`src/rtl/serial_frame_receiver_if.sv`:
```
// Handshake/bus bundle between the serial transmitter, the frame receiver and its consumer.
interface serial_frame_receiver_if #(
  parameter int DataSize = 32
);
  logic                ClkTx;
  logic                DoutValid;
  logic                DataOut;
  logic                FrameAck;
  logic                ClearStatus;
  logic                FrameValid;
  logic [DataSize-1:0] FrameOut;
  logic [7:0]          OpA;
  logic [7:0]          OpB;
  logic [7:0]          AluResult;
  logic [3:0]          SelOut;
  logic [3:0]          FlagsOut;
  logic                FrameError;
  logic                Overrun;
  logic [7:0]          ErrorCount;
  logic                RxBusy;

  modport slave (
    input  ClkTx, DoutValid, DataOut, FrameAck, ClearStatus,
    output FrameValid, FrameOut, OpA, OpB, AluResult, SelOut, FlagsOut,
           FrameError, Overrun, ErrorCount, RxBusy
  );

  modport master (
    output ClkTx, DoutValid, DataOut, FrameAck, ClearStatus,
    input  FrameValid, FrameOut, OpA, OpB, AluResult, SelOut, FlagsOut,
           FrameError, Overrun, ErrorCount, RxBusy
  );
endinterface

```
`src/rtl/serial_frame_receiver.sv`:
```
// Rebuilds 32-bit calculator frames from the oversampled ClkTx/DoutValid/DataOut stream
// and holds each one behind a valid/ack handshake with abort, timeout and overrun status.
module serial_frame_receiver #(
  parameter int DataSize      = 32,
  parameter int SyncStages    = 2,
  parameter int TimeoutCycles = 1023
) (
  input logic                  Clk,
  input logic                  Reset,
  serial_frame_receiver_if.slave bus
);
  localparam int CW = $clog2(DataSize + 1);
  localparam int TW = $clog2(TimeoutCycles + 1);

  typedef enum logic {IDLE, RECEIVE} state_t;

  state_t              r_state, w_next;
  logic [SyncStages-1:0] r_sclk, r_sval, r_sdat;
  logic                r_clk_prev;
  logic [CW-1:0]       r_cnt;
  logic [TW-1:0]       r_tmo;
  logic [DataSize-2:0] r_shift;
  logic [DataSize-1:0] r_frame;
  logic                r_valid, r_err, r_ovr;
  logic [7:0]          r_errcnt;

  logic w_clk_s, w_val_s, w_dat_s, w_bit;
  logic w_shift, w_done, w_abort, w_accept;

  // Identical chains keep the three inputs aligned to each other.
  always_ff @(posedge Clk or negedge Reset) begin
    if (!Reset) begin
      r_sclk     <= '0;
      r_sval     <= '0;
      r_sdat     <= '0;
      r_clk_prev <= 1'b0;
    end else begin
      r_sclk     <= {r_sclk[SyncStages-2:0], bus.ClkTx};
      r_sval     <= {r_sval[SyncStages-2:0], bus.DoutValid};
      r_sdat     <= {r_sdat[SyncStages-2:0], bus.DataOut};
      r_clk_prev <= w_clk_s;
    end
  end

  assign w_clk_s = r_sclk[SyncStages-1];
  assign w_val_s = r_sval[SyncStages-1];
  assign w_dat_s = r_sdat[SyncStages-1];
  assign w_bit   = w_clk_s & ~r_clk_prev;

  always_ff @(posedge Clk or negedge Reset) begin
    if (!Reset) r_state <= IDLE;
    else        r_state <= w_next;
  end

  always_comb begin
    w_next  = r_state;
    w_shift = 1'b0;
    w_done  = 1'b0;
    w_abort = 1'b0;
    case (r_state)
      IDLE: begin
        if (w_bit && w_val_s) begin
          w_shift = 1'b1;
          w_next  = RECEIVE;
        end
      end
      RECEIVE: begin
        if (!w_val_s || r_tmo == TW'(TimeoutCycles)) begin
          w_abort = 1'b1;
          w_next  = IDLE;
        end else if (w_bit) begin
          w_shift = 1'b1;
          if (r_cnt == CW'(DataSize - 1)) begin
            w_done = 1'b1;
            w_next = IDLE;
          end
        end
      end
      default: w_next = IDLE;
    endcase
  end

  // An ack in the completion cycle frees the holding register for the new frame.
  assign w_accept = w_done & (~r_valid | bus.FrameAck);

  always_ff @(posedge Clk or negedge Reset) begin
    if (!Reset) begin
      r_cnt    <= '0;
      r_tmo    <= '0;
      r_shift  <= '0;
      r_frame  <= '0;
      r_valid  <= 1'b0;
      r_err    <= 1'b0;
      r_ovr    <= 1'b0;
      r_errcnt <= '0;
    end else begin
      if (w_abort || w_done) r_cnt <= '0;
      else if (w_shift)      r_cnt <= r_cnt + CW'(1);

      if (r_state != RECEIVE || w_bit) r_tmo <= '0;
      else                             r_tmo <= r_tmo + TW'(1);

      if (w_shift)  r_shift <= {r_shift[DataSize-3:0], w_dat_s};
      if (w_accept) r_frame <= {r_shift, w_dat_s};

      r_valid <= w_accept | (r_valid & ~bus.FrameAck);
      r_err   <= w_abort;

      if (w_done && !w_accept) r_ovr <= 1'b1;
      else if (bus.ClearStatus) r_ovr <= 1'b0;

      if (w_abort) r_errcnt <= (r_errcnt == 8'hFF) ? 8'hFF : r_errcnt + 8'd1;
      else if (bus.ClearStatus) r_errcnt <= '0;
    end
  end

  assign bus.FrameValid = r_valid;
  assign bus.FrameOut   = r_frame;
  assign bus.OpA        = r_frame[31:24];
  assign bus.OpB        = r_frame[23:16];
  assign bus.AluResult  = r_frame[15:8];
  assign bus.SelOut     = r_frame[7:4];
  assign bus.FlagsOut   = r_frame[3:0];
  assign bus.FrameError = r_err;
  assign bus.Overrun    = r_ovr;
  assign bus.ErrorCount = r_errcnt;
  assign bus.RxBusy     = (r_state == RECEIVE);
endmodule

```
`src/flat_wrapper.sv`:
```
// flat-port wrapper written by rule: the top's interface ports become plain ports
module serial_frame_receiver_flat 
#(
  parameter int DataSize      = 32,
  parameter int SyncStages    = 2,
  parameter int TimeoutCycles = 1023
)
  (Clk, Reset, bus_ClkTx, bus_DoutValid, bus_DataOut, bus_FrameAck, bus_ClearStatus, bus_FrameValid, bus_FrameOut, bus_OpA, bus_OpB, bus_AluResult, bus_SelOut, bus_FlagsOut, bus_FrameError, bus_Overrun, bus_ErrorCount, bus_RxBusy);
  serial_frame_receiver_if #(.DataSize(DataSize)) bus_i ();
  input logic Clk;
  input logic Reset;
  input wire logic [$bits(bus_i.ClkTx)-1:0] bus_ClkTx;
  input wire logic [$bits(bus_i.DoutValid)-1:0] bus_DoutValid;
  input wire logic [$bits(bus_i.DataOut)-1:0] bus_DataOut;
  input wire logic [$bits(bus_i.FrameAck)-1:0] bus_FrameAck;
  input wire logic [$bits(bus_i.ClearStatus)-1:0] bus_ClearStatus;
  output wire logic [$bits(bus_i.FrameValid)-1:0] bus_FrameValid;
  output wire logic [$bits(bus_i.FrameOut)-1:0] bus_FrameOut;
  output wire logic [$bits(bus_i.OpA)-1:0] bus_OpA;
  output wire logic [$bits(bus_i.OpB)-1:0] bus_OpB;
  output wire logic [$bits(bus_i.AluResult)-1:0] bus_AluResult;
  output wire logic [$bits(bus_i.SelOut)-1:0] bus_SelOut;
  output wire logic [$bits(bus_i.FlagsOut)-1:0] bus_FlagsOut;
  output wire logic [$bits(bus_i.FrameError)-1:0] bus_FrameError;
  output wire logic [$bits(bus_i.Overrun)-1:0] bus_Overrun;
  output wire logic [$bits(bus_i.ErrorCount)-1:0] bus_ErrorCount;
  output wire logic [$bits(bus_i.RxBusy)-1:0] bus_RxBusy;
  assign bus_i.ClkTx = bus_ClkTx;
  assign bus_i.DoutValid = bus_DoutValid;
  assign bus_i.DataOut = bus_DataOut;
  assign bus_i.FrameAck = bus_FrameAck;
  assign bus_i.ClearStatus = bus_ClearStatus;
  assign bus_FrameValid = bus_i.FrameValid;
  assign bus_FrameOut = bus_i.FrameOut;
  assign bus_OpA = bus_i.OpA;
  assign bus_OpB = bus_i.OpB;
  assign bus_AluResult = bus_i.AluResult;
  assign bus_SelOut = bus_i.SelOut;
  assign bus_FlagsOut = bus_i.FlagsOut;
  assign bus_FrameError = bus_i.FrameError;
  assign bus_Overrun = bus_i.Overrun;
  assign bus_ErrorCount = bus_i.ErrorCount;
  assign bus_RxBusy = bus_i.RxBusy;
  serial_frame_receiver #(.DataSize(DataSize), .SyncStages(SyncStages), .TimeoutCycles(TimeoutCycles)) u_core (.Clk(Clk), .Reset(Reset), .bus(bus_i));
endmodule
```
`config.mk`:
```
export PLATFORM = sky130hd
export DESIGN_NAME = serial_frame_receiver_flat
export DESIGN_NICKNAME = d
export VERILOG_FILES = /design/src/rtl/serial_frame_receiver_if.sv /design/src/rtl/serial_frame_receiver.sv /design/src/flat_wrapper.sv
export SDC_FILE = /design/constraint.sdc
export NUM_CORES = 1
export LEC_CHECK = 0
export CORE_ASPECT_RATIO = 0.75
export CORE_UTILIZATION = 47
export CTS_CLUSTER_DIAMETER = 100
export DETAILED_ROUTE_END_ITERATION = 12
export MAX_ROUTING_LAYER = met4
export PLACE_DENSITY = 0.87
export RECOVER_POWER = 100
export SKIP_LAST_GASP = 1
export SLEW_MARGIN = 20
export SYNTH_ARGS = -nofsm -noshare
export SYNTH_HDL_FRONTEND = slang
export SYNTH_SLANG_ARGS = --single-unit
```
`constraint.sdc`:
```
create_clock -name Clk -period 2.1 [get_ports Clk]
set_clock_uncertainty 0.1 [all_clocks]
set_input_delay 0.63 -clock Clk [delete_from_list [all_inputs] [get_ports Clk]]
set_output_delay 0.63 -clock Clk [all_outputs]
set_load 0.01 [all_outputs]
```
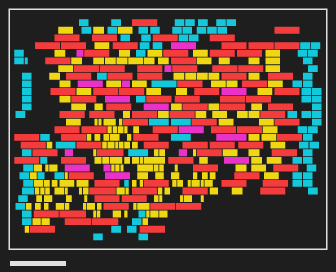
Fig. 1. Placed cells, one color a class (run 1).
The bar under the picture is 20 um long.
- flops: red (cells 98; share of their area 47%)
- combinational and other logic: yellow (cells 171; share of their area 29%)
- other buffers and delay cells: cyan (cells 92; share of their area 18%)
- clock drivers and dummy loads: magenta (cells 16; share of their area 5.8%)
post-layout instance area: 5400 um^2
site row count: 29
end-of-flow core utilization: 62.5%
core region area: 8640 um^2

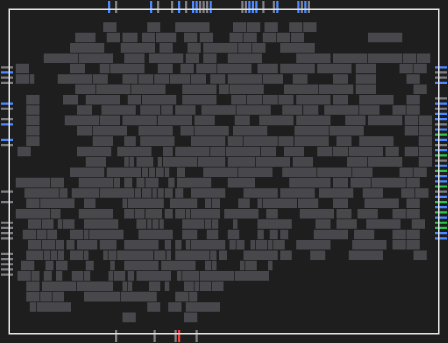
Fig. 2. Ports around the boundary (run 1).
Pins as bars across the die edge, other pins in gray.
- bus_FrameOut: blue (pins 32; direction output; edge 16 east, 12 north, 4 west)
- bus_FrameValid: red (pins 1; direction output; edge south)
- bus_OpA: green (pins 8; direction output; edge east)
count of buffers inserted at the top-level ports: 82
die width: 112 um
die boundary height: 84.7 um

==> run summary, run 1 <==
Flow results are below.

- Of the combinational cells, the family taking the most area is multiplexers.
- The global route stage reports its total congestion overflow as 0.
- The post-route total power is 4.27 mW, for reference.
- The post-layout instance count excluding filler cells is 485, for reference.
- TritonCTS built the clock tree.
- The met2 capacity usage during global routing is approximately 28%, for reference.
- The top cell type by area accounts for around 57% of the synthesized area.
- The area growth from synthesis to layout is 25.8%.
- The number of buffer and inverter stages on the critical path is 1, for reference.
- The critical-path cell with the highest stage delay is clkdlybuf4s50_1, for reference.
- The arrival time at the worst endpoint is 1.31 ns, for reference.
- The commonest register cell is dfrtp_1.
- The first-pass GRT wire length is 12,800 um, for reference.
- The number of iterations in the first detailed-routing pass is 9, for reference.
- The number of gates resized after CTS was 1.
- The worst setup path category is reg -> out, for reference.
- Global routing used 3.97% of the available met3 tracks.
- In the detailed route, the total length drawn on met3 is 348 um.
- The report puts the hold buffer count at CTS at 0.
- Total global-route track usage over all layers is 17.6%.
- The switching power is 1.08 mW, for reference.
- In the final layout, flip-flops and latches occupy 2460 um^2.
- Non-clock buffering takes up 18.0% of total cell area after layout.
- The final-layout clock-cell area share is under 10%, for reference.
- Clock network power for this build is 1.65 mW.
- In this run the worst setup path terminates at bus_FlagsOut[2].
- Buffers added to address setup during post-CTS repair amount to 0.
- The average size of a mapped cell is about 14 um^2, for reference.
- The largest area contributor in the synthesized netlist is dfrtp_1, for reference.
- The setup total negative slack is 0 ns, for reference.
- Per the cell usage report, the commonest logic cells after layout are dfrtp_1, clkdlybuf4s50_1, mux2_2, mux2_4, nor2_1.
- Setup repair after global routing could not meet its margin everywhere.
- The required time at the worst endpoint is listed as 1.37 ns.
- The simple-gate portion of the synthesized area is 8.20%, for reference.
- The starting density of the core is approximately half, for reference.
- The pre-CTS setup slack is -0.166 ns, for reference.
- The kind of launch point of the worst setup path is a register, for reference.
- The total number of cells along the worst setup path is 1, for reference.
- After detailed routing, the wire length on met1 is 3760 um.
- The smallest clock period supported by the final layout is computed as 2.04 ns.
- The tapcell count is 108, for reference.
- Hold timing on the final database bottoms out at a slack of between 0.2 and 0.3 ns.
- The script logs the mean routed wire length per placed instance as 16.0 um.
- The layout has 92 buffers outside the clock class.
- The launch point of the critical path was reported as u_core.bus.FrameOut[2].
- Timing would allow up to approximately 490 MHz.
- In this design, the largest share of critical-path delay is due to buffers and inverters.
- The hold path depth is 0, for reference.
- The CTS root buffer is clkbuf_16, for reference.
- The final count of pins violating max slew is 0, for reference.
- In this run, flip-flops and latches consume 51.2% of the power.
- The DRC marker count from the first detailed-route iteration is between 90 and 100, for reference.
- For reference, the top cells by area after synthesis are dfrtp_1, mux2_4, mux2_2, buf_4, nor2_1.
- The global router reports that the layer with the highest usage is met2.
- The sequential share of the synthesized area is between 50% and 60%, for reference.
- The worst register-to-register path has a depth of 6.
- The count of yosys warnings during synthesis is 0, for reference.
- Cells with a size suffix above 1 make up between 20% and 30% of the layout.
- The smallest setup slack after layout is 0.0626 ns, for reference.
- The post-synthesis instance total is 311, for reference.
- The number of placed instances, taps included, is 466.
- The fraction of cell area in sequential cells is reported as 45.6%.
- For this block, the via count after detailed routing is 2,571.
- The transition at the pin with the smallest max-transition slack is ~1.4 ns, for reference.
- On the reported timing paths, the clock transition at the registers reads 0.07 ns.
- The top metal layer carrying routed signals is met4, for reference.
- The die covers between 9000 and 10,000 um^2.
- Entering global routing, the biggest net connects approximately 60 pins.
- Setup slack on the worst reg-to-reg path comes out at 0.07 ns.
- The internal portion of the total power is 3.19 mW.
- The final estimated routing congestion in global placement is 0.782, for reference.
- The top cell type in the final layout, fill and taps aside, is dfrtp_1.
- The most frequently used cell type in the post-synthesis netlist is dfrtp_1, for reference.
- The post-layout period usage of the worst path is 97.0%, for reference.
- Hold analysis lists the worst path endpoint as u_core.r_sclk[1].
- The via count of the first global-routing pass is 2,586, for reference.
- The peak ir drop on the vdd network is ~0.39 mV, for reference.
- The static leakage is 2.45 nW, for reference.
- The share of total power dissipated in the clock network is 38.5%.
- The flow reports power dissipated in sequential cells as approximately 2.2 mW.
- The hold path startpoint is u_core.r_sclk[0], for reference.
- In this run the number of H-tree levels came out at 3.
- The final timing report lists a hold violation count of 0.
- The net count after synthesis is ~320, for reference.
- Per the synthesis report, the XOR/XNOR share of the synthesized area is 1.63%.
- The yosys stat cell total is 311, for reference.
- For reference, the critical path cell chain is clkdlybuf4s50_1.
- The net count of the finished layout is 382.
- Of all flip-flops after synthesis, the portion carrying an async set or reset was 100%.
- The number of flip-flops under the largest register name is 32, for reference.
- Of the total power, combinational logic draws 10.3%.
- Per the layout area report, the combinational gate area comes to 1500 um^2.
- The post-synthesis cell type count is 42, for reference.
- The max-cap violation count is 0, for reference.
- The number of antenna violations at the first check in global routing came to 0.
- The fraction of power spent switching nets is ~25%, for reference.
- Per the synthesis report, the AND-OR/OR-AND share of the synthesized area is 4.64%.
- The reported combinational group power is ~0.44 mW, for reference.
- The remaining routing DRC violations is 8, for reference.
- The worst setup path is captured at a primary output.
- Per the timing report, the biggest fanout along the worst path comes to 3.
- The largest single stage delay on the critical path is approximately 0.56 ns.
- The power density over the cells is 792 nW/um^2, for reference.
- The number of top-level pins is 83, for reference.
- The final reports fail on DRC.
- The detailed route wirelength on metal2 is 3620 um, for reference.
- The post-placement cell area is 5050 um^2.
- The flow ran to the end, but the final reports show violations.
- The post-synth tally of flip-flops with integrated enable is 0, for reference.
- The fraction of the mapped netlist area in adder cells is 0.875%, for reference.
- The commonest cells after synthesis are dfrtp_1, buf_4, mux2_2.
- The worst register-to-register path begins at u_core.r_tmo[0].
- In this run the critical register-to-register path is captured at u_core.bus.FrameOut[0].
- The synthesized chip area reported by yosys is 4290 um^2, for reference.
- Global routing used 22.7% of the available met1 tracks.
- The maximum clock insertion buffer count is 2, for reference.
- Yosys reported a register bit count of 98.
- The multi-input combinational cell count is 164, for reference.
- The combinational share of cell area is 27.8%, for reference.
- The warning total across the stage logs is 27, for reference.
- The routed design has 7780 um of wire.
- By area, the class that comes first in the final layout consists of flip-flops and latches.
- For this run, the detailed router reports a per-instance via density of around 5.3.
- The placed wire-length estimate after detailed placement is 5190 um, for reference.
- The highest-power group is sequential cells, for reference.
- After synthesis the cells add up to 4290 um^2.
- The final number of setup-violating endpoints is 0, for reference.
- Yosys reports the multiplexer fraction of the synthesized area as 19.4%.
- The headroom to the max-slew limit is approximately 4.2%, for reference.
- The number of inserted filler cells in the final layout is 647, for reference.
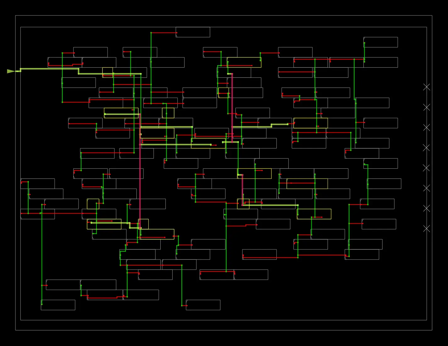
Fig. 3. Clock nets (run 1).
sinks on the clock net: 98
insertion delay of the later-clocked pin in the worst-skew pair: 0.34 ns
sequential cell count of the final layout: 98
number of buffers inserted during clock tree synthesis: 9
clock buffer count in the final layout: 9

==> run 1 -> run 2 <==
- CORE_MARGIN: default -> 2
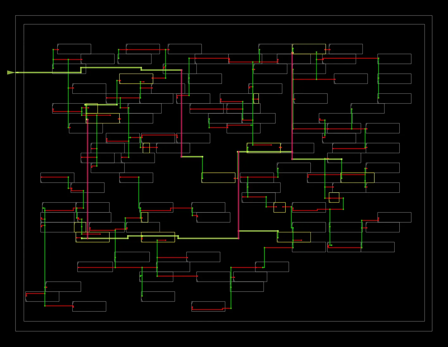
Fig. 4. Clock nets (run 2).
power in the clock group: 1.49 mW
clock buffer count in the final layout: 10

==> run 2 against run 1 <==
  * The run now ends clean
  * Register-to-register slack barely moved
  * Critical path depth did not move
  * Via count fell by 0.51%
  * Clock power down about 10%
  * First-iteration DRC count grew 4.2%
  * Die size grew 4.2%
  * Core utilization fell by 2.7 points
  * Maximum frequency fell by 1.2%
  * Total power is 3.7% lower
  * Worst hold slack lost 0.0055 ns
==> run summary, run 2 <==
Flow results are below.

- The number of buffers added on ports is about 82, for reference.
- The total track usage is roughly 16%, for reference.
- The largest area contributor in the synthesized netlist is dfrtp_1, for reference.
- The final count of pins violating max slew is 0, for reference.
- The area recorded from the Yosys report for this design is roughly 4300 um^2.
- The path with the worst hold slack has its endpoint at u_core.r_sdat[1].
- After synthesis, the largest family of logic cells by area is multiplexers.
- After synthesis, the cell types taking the most area are dfrtp_1, mux2_4, mux2_2, buf_4, nor2_1.
- The total number of cells along the worst setup path is 1, for reference.
- The combinational share of cell area is 28.1%, for reference.
- For this run, asynchronously set or reset flops after synthesis account for 100%.
- In the layout the commonest cells are dfrtp_1, clkdlybuf4s50_1, mux2_2, mux2_4, nor2_1.
- The share of layout cells above drive strength 1 is roughly a quarter, for reference.
- The final non-filler cell area is 5360 um^2, for reference.
- The worst path uses 98.2% of the clock period.
- The pre-CTS setup slack is -0.188 ns, for reference.
- Power attributed to sequential cells is 2.17 mW.
- The via count normalized by instance count is 5.22, for reference.
- The count of yosys warnings during synthesis is 0, for reference.
- The hold path depth is 0, for reference.
- The layout buffer count excluding clock buffers is between 90 and 100, for reference.
- The warning total across the stage logs is 27, for reference.
- Detailed routing placed a total of around 3600 um of wire on met2.
- The static leakage is 2.44 nW, for reference.
- The first routing iteration left between 90 and 100 violations.
- The final routed wire length divided by cell count is 15.3 um, for reference.
- The clock-pin slew reported for the worst setup and hold paths after clock tree synthesis is 0.07 ns, for reference.
- The critical-path cell with the highest stage delay is clkdlybuf4s50_1, for reference.
- The most used flip-flop cell is dfrtp_1, for reference.
- For this configuration, the core starts out at a cell density of 47.8%.
- The maximum clock insertion buffer count is 2, for reference.
- The global routing report lists met2 layer usage as 24.9%.
- The power report lists the combinational group at 0.451 mW.
- The number of antenna violations at the first check in global routing is 0, for reference.
- In this run, flip-flops and latches consume 52.8% of the power.
- The share of the synthesized area in the top cell type is a little under three fifths, for reference.
- The routed wirelength on the met1 layer is recorded as 3490 um.
- The smallest clock period supported by the final layout is computed as 2.06 ns.
- The switching power is between 1 and 1.5 mW, for reference.
- The post-synthesis instance total is 311, for reference.
- By startpoint and endpoint, the worst setup path is classified as reg -> out.
- For this design the top-level I/O count stands at 83.
- Global routing finished with a remaining overflow of 0.
- Entering global routing, the biggest net connects 84 pins.
- The post-layout instance count excluding filler cells is 490, for reference.
- The cell total after placement is ~470, for reference.
- Setup slack on the worst reg-to-reg path comes out at 0.06 ns.
- Non-clock buffering takes up between 10% and 20% of total cell area after layout.
- The multiplexer share of the synthesized area is 19.4%, for reference.
- The clock net sink count is 98, for reference.
- The final number of setup-violating endpoints is 0, for reference.
- The terminus of the critical flop-to-flop path is u_core.bus.FrameOut[0], for reference.
- The H-tree depth is 3, for reference.
- Between the synthesized netlist and the finished layout, the area growth was recorded as 25.0%.
- The number of maximum-capacitance violations recorded for the run is 0.
- The placeable core region is about 9000 um^2, for reference.
- VDD sags by at most 0.567 mV.
- The beginning of the critical path is u_core.bus.ErrorCount[0], for reference.
- Counting every net in the synthesized netlist gives 321.
- The sequential cell count is ~100, for reference.
- Dividing total power by cell area gives a power density of 768 nW/um^2.
- The count of buffers added by post-CTS timing repair for setup is 0, for reference.
- The last element of the critical path is bus_ErrorCount[0], for reference.
- The cell-mix breakdown from Yosys lists the adder-cell area share as 0.875%.
- The die covers 9910 um^2.
- The number of inserted filler cells in the final layout is 691, for reference.
- The flow ran to the end, and the final reports show no timing, DRC or antenna violations.
- The worst-path maximum fanout is 7, for reference.
- The via count of the first global-routing pass is 2,443, for reference.
- The synthesized netlist devotes 4.64% of its cell area to compound gates.
- The final layout contains 383 nets.
- STA classifies the critical path startpoint as a register.
- The critical path goes through clkdlybuf4s50_1.
- The clock reaches the later pin of the worst-skew pair after ~0.34 ns.
- The global routing's busiest layer is met2, for reference.
- Per Yosys stat, the portion of area used by sequential elements is 57.2%.
- The final estimated routing congestion in global placement is 0.812, for reference.
- The internal portion of the total power is just over 3 mW.
- The met1 demand-to-capacity share in global routing is 20.7%, for reference.
- The number of flip-flops under the largest register name is 32, for reference.
- The first global-routing pass estimated 12,000 um of wire.
- The layout report lists the combined flip-flop and latch area as 2460 um^2.
- In the post-route report, total wirelength is listed as 7520 um.
- Multi-input combinational cells in the finished layout were counted as 164.
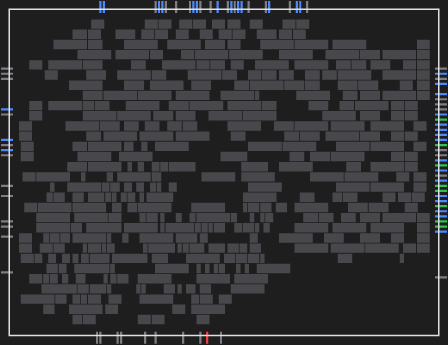
Fig. 5. Ports around the boundary (run 2).
Pins as bars across the die edge, other pins in gray.
die width: 114 um
die boundary height: 86.7 um

Fig. 6: run 2, placed cells, one color a class
The bar under the picture is 20 um long.
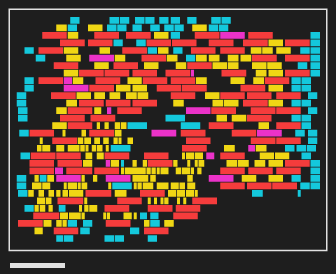

==> run 2 -> run 3 <==
- ABC_CLOCK_PERIOD_IN_PS: default -> 2100
- GPL_TIMING_DRIVEN: default -> 0
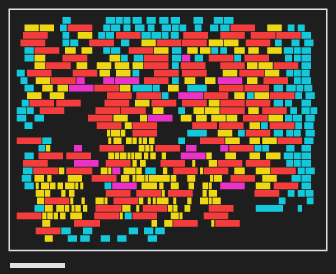
Fig. 7. Placed cells, one color a class (run 3).
The bar under the picture is 20 um long.
- other buffers and delay cells: cyan (cells 149; share of their area 24%)
- clock drivers and dummy loads: magenta (cells 16; share of their area 5.2%)
- combinational and other logic: yellow (cells 171; share of their area 27%)
- flops: red (cells 98; share of their area 44%)

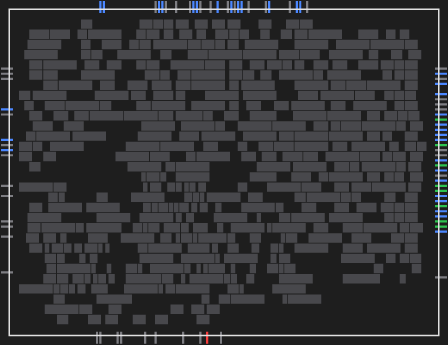
Fig. 8. Ports around the boundary (run 3).
Pins as bars across the die edge, other pins in gray.
- bus_FrameOut: blue (pins 32; direction output; edge 16 east, 13 north, 3 west)
- bus_OpA: green (pins 8; direction output; edge east)
- bus_FrameValid: red (pins 1; direction output; edge south)
- all pins by edge: 33 east, 25 north, 15 west, 10 south

==> run 3 against run 2 <==
  * Synthesized area stayed put
  * Sequential power is essentially flat
  * Critical path type unchanged
  * Combinational power fell by 4.4%
  * Total power grew 2.1%
  * Via count is 9.7% higher
  * Synthesized cell count stayed put
  * Sequential share of layout area decreased by 3.3 points
  * Wire length increased by 8.4%
  * Register-to-register slack is essentially flat
  * Die size unchanged
==> run summary, run 3 <==
Flow results are below.

- The run finished with clean final reports.
- The post-route total power is between 4 and 5 mW, for reference.
- The sequential cell count is between 90 and 100, for reference.
- The post-synth register bit count is a little under 100.
- The highest clock rate this design can be run at is 487 MHz.
- The area taken by flip-flops and latches is 2460 um^2, for reference.
- The area growth from synthesis to layout is 34.7%.
- Setup repair after global routing could not meet its margin everywhere.
- The CTS tree is yes, for reference.
- The number of top-level pins is 83, for reference.
- The terminus of the critical flop-to-flop path is u_core.bus.FrameOut[18], for reference.
- After detailed placement, the total cell area comes to ~5300 um^2.
- In this run, CTS created clock tree buffers numbering 9.
- The met1 demand-to-capacity share in global routing is a little under a quarter, for reference.
- The most used flip-flop cell is dfrtp_1, for reference.
- The last element of the critical path is bus_RxBusy, for reference.
- Before placement the cells fill 47.8% of the core.
- The report counts max-capacitance violations totalling 0.
- The power share of the clock group is a little under two fifths, for reference.
- The top metal layer carrying routed signals is met4, for reference.
- The overflow left after global routing is 0, for reference.
- The setup total negative slack is 0 ns, for reference.
- The net count of the finished layout is 439.
- The total of cells resized after clock tree synthesis is 20, for reference.
- Dividing the synthesized area by the synthesized cell count gives 13.8 um^2.
- Of all the cell area in the finished design, non-clock buffers hold 23.6%.
- The arrival time at the worst endpoint is around 1.3 ns, for reference.
- Input and output buffers added on the ports amount to 82.
- The die area is 9910 um^2, for reference.
- The fraction of the mapped netlist area in adder cells is 0.875%, for reference.
- Pins over their slew limit in the final report were tallied at 0.
- The final-layout clock-cell area share is 5.05%, for reference.
- The static leakage is 2.80 nW, for reference.
- According to the cell report, the number of logic gates is approximately 160.
- The kind of end point of the critical path is a primary output, for reference.
- The global-route met3 utilization is 4.90%, for reference.
- Once layout is complete, the cells apart from fillers number 546.
- The count of yosys warnings during synthesis is 0, for reference.
- Of all nets on the critical path, the largest fanout is 6.
- The floorplan has 30 rows.
- The critical path's slowest stage uses the library cell clkdlybuf4s50_1.
- Combinational logic is responsible for ~10% of the overall power.
- The final critical path time including I/O delays and setup is 2.05 ns, for reference.
- The post-synthesis cell type count is about 42, for reference.
- The timing report gives the biggest stage delay along the critical path as 0.56 ns.
- Synthesis produced 311 cells.
- In the detailed route, the total length drawn on met3 is 359 um.
- The layout buffer count excluding clock buffers is 149, for reference.
- The count of hold-fix buffers inserted at cts is 0, for reference.
- The worst-case hold path end point is u_core.r_sclk[1], for reference.
- The final hold violation count recorded for this run is 0.
- The leading cell type in the layout, fill and taps excluded is dfrtp_1, for reference.
- The maximum number of pins on one net before global-route repair is 66, for reference.
- The worst hold path passes through 0 cells.
- The share of layout cells above drive strength 1 is between 30% and 40%, for reference.
- The met2 capacity usage during global routing is ~28%, for reference.
- As reported, the later end of the worst-skew pair has a clock insertion delay of ~0.34 ns.
- Checking max transition, the worst relative margin is between 20% and 30%.
- Summing over the stages, the warning tally comes to 27.
- Cell internal power was estimated by the tool at 3.09 mW.
- The fraction of the mapped netlist area in compound gates is under 10%, for reference.
- The detailed-route wire length is 8160 um, for reference.
- The first detailed-routing pass ran for 4 iterations.
- The number of buffer and inverter stages on the critical path is 1, for reference.
- Per Yosys stat, the portion of area used by sequential elements is 57.2%.
- dfrtp_1 takes more of the synthesized area than any other cell.
- Per the hold report, the tightest min-delay path originates at u_core.r_sclk[0].
- The switching power is 1.12 mW, for reference.
- The register-to-register setup slack is 0.07 ns, for reference.
- The synthesized netlist was found by Yosys to have roughly 310 cells.
- After detailed routing, the number of vias per cell comes to about 5.1.
- The die extent in x is between 100 and 150 um, for reference.
- The via count of the first global-routing pass is 2,782, for reference.
- The final routed wire length divided by cell count is 14.9 um, for reference.
- The layout has 9 clock buffers.
- In the synthesis report, Yosys lists the chip area as 4290 um^2.
- The vertical die dimension is 86.7 um, for reference.
- The largest share of the power goes to sequential cells.
- Among cell families on the critical path, the largest total delay comes from buffers and inverters.
- The final critical path takes up between 90% and 100% of the cycle.
- The total standard cell area after synthesis is 4290 um^2, for reference.
- The post-route worst hold slack is about 0.25 ns, for reference.
- The number of antenna violations at the first check in global routing is 0, for reference.
No activity file was given, so power comes from the tool's default toggle rates.
